**config.mk**
```make
export PLATFORM = sky130hd
export DESIGN_NAME = seq_detect_param
export DESIGN_NICKNAME = d
export VERILOG_FILES = /design/src/rtl/seq_detect_param.sv
export SDC_FILE = /design/constraint.sdc
export NUM_CORES = 1
export LEC_CHECK = 0
export CAP_MARGIN = 10
export CORE_MARGIN = 2
export CORE_UTILIZATION = 30
export CTS_CLUSTER_DIAMETER = 120
export DETAILED_ROUTE_END_ITERATION = 10
export GPL_TIMING_DRIVEN = 0
export PLACE_DENSITY = 0.53
export RECOVER_POWER = 100
export SLEW_MARGIN = 20
export SYNTH_ARGS = -nofsm -noshare
export SYNTH_HDL_FRONTEND = slang
export SYNTH_SLANG_ARGS = --single-unit
```
**constraint.sdc**
```tcl
create_clock -name CLK -period 8 [get_ports CLK]
set_input_delay 2 -clock CLK [delete_from_list [all_inputs] [get_ports CLK]]
set_output_delay 2 -clock CLK [all_outputs]
set_load 0.005 [all_outputs]
```
**src/rtl/seq_detect_param.sv**
```systemverilog
// Run-time programmable serial pattern detector: compares the newest CUR_LEN
// sampled bits against a loadable pattern and keeps a saturating hit count.
module seq_detect_param #(
  parameter int unsigned        MAX_LEN     = 16,
  parameter int unsigned        DEF_LEN     = 8,
  parameter logic [MAX_LEN-1:0] DEF_PAT     = MAX_LEN'(16'h00AB),
  parameter bit                 DEF_OVERLAP = 1'b1,
  parameter int unsigned        CNT_W       = 16,
  localparam int unsigned       LW          = $clog2(MAX_LEN + 1)
) (
  input  logic               CLK,
  input  logic               RST,
  input  logic               EN,
  input  logic               D_IN,
  input  logic               CFG_LD,
  input  logic [MAX_LEN-1:0] CFG_PAT,
  input  logic [LW-1:0]      CFG_LEN,
  input  logic               CFG_OVERLAP,
  input  logic               CNT_CLR,
  output logic               MATCH,
  output logic [CNT_W-1:0]   MATCH_CNT,
  output logic               CFG_ERR,
  output logic [LW-1:0]      CUR_LEN
);

  logic [MAX_LEN-1:0] hist;
  logic [MAX_LEN-1:0] pat;
  logic [LW-1:0]      fill;
  logic               overlap;

  logic               cfg_ok;
  logic               load_ok;
  logic [MAX_LEN-1:0] hist_sh;
  logic [MAX_LEN-1:0] len_mask;
  logic [LW-1:0]      fill_inc;
  logic               hit;

  // Match is judged on the post-shift history so MATCH lands one cycle after the last bit.
  always_comb begin
    cfg_ok   = (CFG_LEN != '0) && (CFG_LEN <= LW'(MAX_LEN));
    load_ok  = CFG_LD && cfg_ok;
    hist_sh  = {hist[MAX_LEN-2:0], D_IN};
    fill_inc = (fill == LW'(MAX_LEN)) ? fill : fill + LW'(1);
    len_mask = '0;
    for (int unsigned i = 0; i < MAX_LEN; i++) begin
      len_mask[i] = (LW'(i) < CUR_LEN);
    end
    hit = EN && !load_ok && (fill_inc >= CUR_LEN) &&
          (((hist_sh ^ pat) & len_mask) == '0);
  end

  // Configuration, history and fill tracking.
  always_ff @(posedge CLK) begin
    if (RST) begin
      hist    <= '0;
      fill    <= '0;
      pat     <= DEF_PAT;
      CUR_LEN <= LW'(DEF_LEN);
      overlap <= DEF_OVERLAP;
      MATCH   <= 1'b0;
      CFG_ERR <= 1'b0;
    end else if (load_ok) begin
      hist    <= '0;
      fill    <= '0;
      pat     <= CFG_PAT;
      CUR_LEN <= CFG_LEN;
      overlap <= CFG_OVERLAP;
      MATCH   <= 1'b0;
      CFG_ERR <= 1'b0;
    end else begin
      MATCH   <= hit;
      CFG_ERR <= CFG_LD;
      if (EN) begin
        hist <= hist_sh;
        fill <= (hit && !overlap) ? '0 : fill_inc;
      end
    end
  end

  // Saturating match counter; a clear coincident with a hit leaves one count.
  always_ff @(posedge CLK) begin
    if (RST) begin
      MATCH_CNT <= '0;
    end else if (CNT_CLR) begin
      MATCH_CNT <= hit ? CNT_W'(1) : '0;
    end else if (hit && (MATCH_CNT != {CNT_W{1'b1}})) begin
      MATCH_CNT <= MATCH_CNT + CNT_W'(1);
    end
  end

endmodule

```
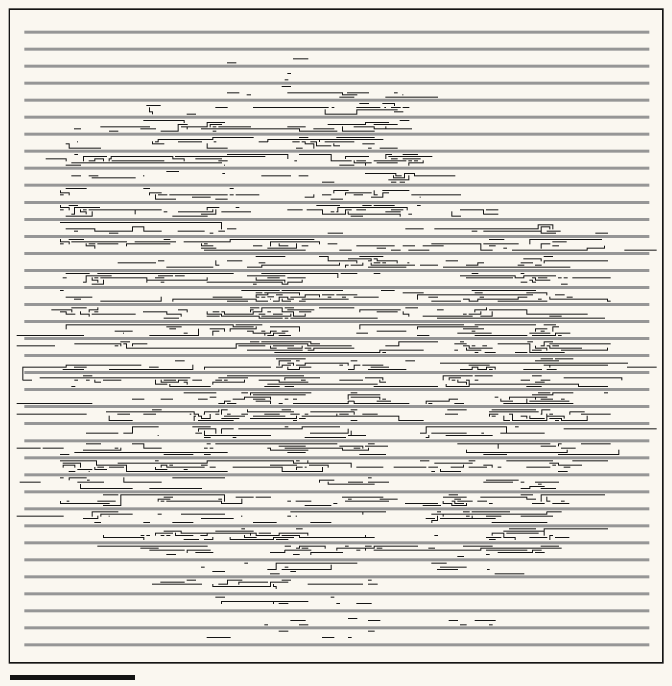
met1.png
The bar under the picture is 20 um long. Supply wires on this layer in grey.
wire length on this layer	3690 um
longest straight run	29.9 um

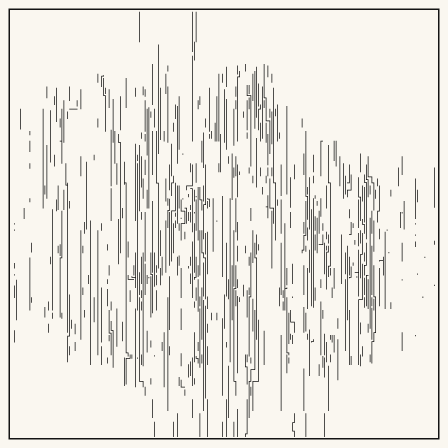
met2.png
nets with wire on the layer	361
wire length on this layer	3700 um

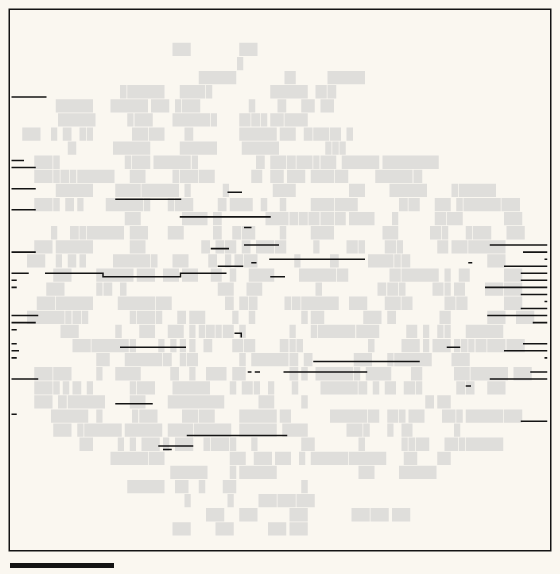
met3.png
The bar under the picture is 20 um long.
main direction	horizontal
wire length on this layer	341 um
nets with wire on the layer	48
longest straight run	20.2 um

==> results.json <==
{
  "r2r-start": "fill[0]",
  "fmax_mhz": 206,
  "ir_drop_mv": 0.0901,
  "synth-adder-area-share": 0.0333,
  "logic_family": "simple AND/OR/NAND/NOR gates",
  "fp_util": 0.308,
  "clockPowerShare": 0.441,
  "hold_buffers": 0,
  "min-delay-start": "pat[13]",
  "crit_end": "MATCH_CNT[6]",
  "finalSetupTns_ns": 0,
  "run_status": "finished clean",
  "ys_warn_count": 0,
  "io_pins": 51,
  "finish.instance_area_sq_mm": 0.00386,
  "placed_area_sq_mm": 0.00367,
  "worstSetupStartpointType": "primary input",
  "crit_arrival_ns": 5.11,
  "grt.busiest_layer": "met2",
  "yosys_cells": 364,
  "antenna_found_initial": 0,
  "port_buffers": 49,
  "final_max_slew_viol_count": 0,
  "hp-class": "flop to flop",
  "worst-path-buf-inv": 2,
  "setup_viol": 0,
  "regToRegSetupSlack_ns": 4.60,
  "slew_headroom": 0.511,
  "ys_async_sr_fraction": 0,
  "top_cell": "dfxtp_1",
  "internal-power_uw": 522,
  "critPathMaxFanout": 9,
  "crit_slowest_cell": "nor4_1",
  "dp.cells": 546,
  "inverters": 11,
  "cts_setup_buffers": 0,
  "drcViolationCount": 0,
  "pwr-share-seq": 0.454,
  "end_kind": "flop",
  "hold_depth": 2,
  "ys_sh_xor": 0.0786,
  "synth_area_sq_mm": 0.00301
}
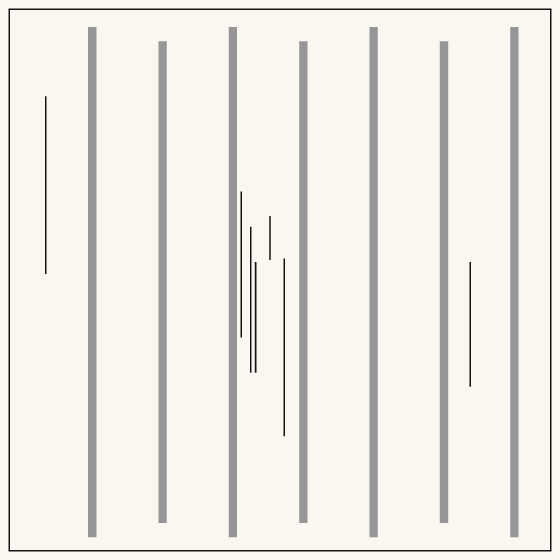
met4.png
Supply wires on this layer in grey.
longest straight run	34.0 um
wire length on this layer	177 um

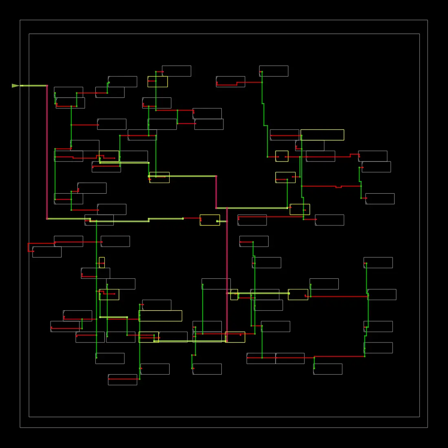
final_clocks.png
clk sinks: 60
total clock network power: 305 uW
total CTS buffers: 9
Worst-Skew Late Latency: 0.34 ns
clk_skew: 0.00942 ns

==> sequential cells by signal, indices dropped and copies added (netlist names) <==
signal / flops
MATCH_CNT: 16
fill: 5
MATCH: 1
overlap: 1
CUR_LEN: 5
pat: 16
hist: 15
CFG_ERR: 1
==> power groups by stage <==
stage	sequential (uW)	combinational, uW	clock [uW]
after floorplan	318	42.9	0
after global placement	320	74.0	0
after detailed placement	320	74.8	0
after CTS	313	75.1	313
after global routing	314	80.7	326
final	313	72.7	305
==> logic make-up after synthesis <==
family / count (synthesis)
multiplexers: 16
buffers and inverters: 33
flip-flops: 60
AND-OR/OR-AND: 66
XOR/XNOR: 27
adder cells (fa/ha/maj): 8
AND/OR/NAND/NOR: 154
Power is estimated from default activity; no workload was simulated.
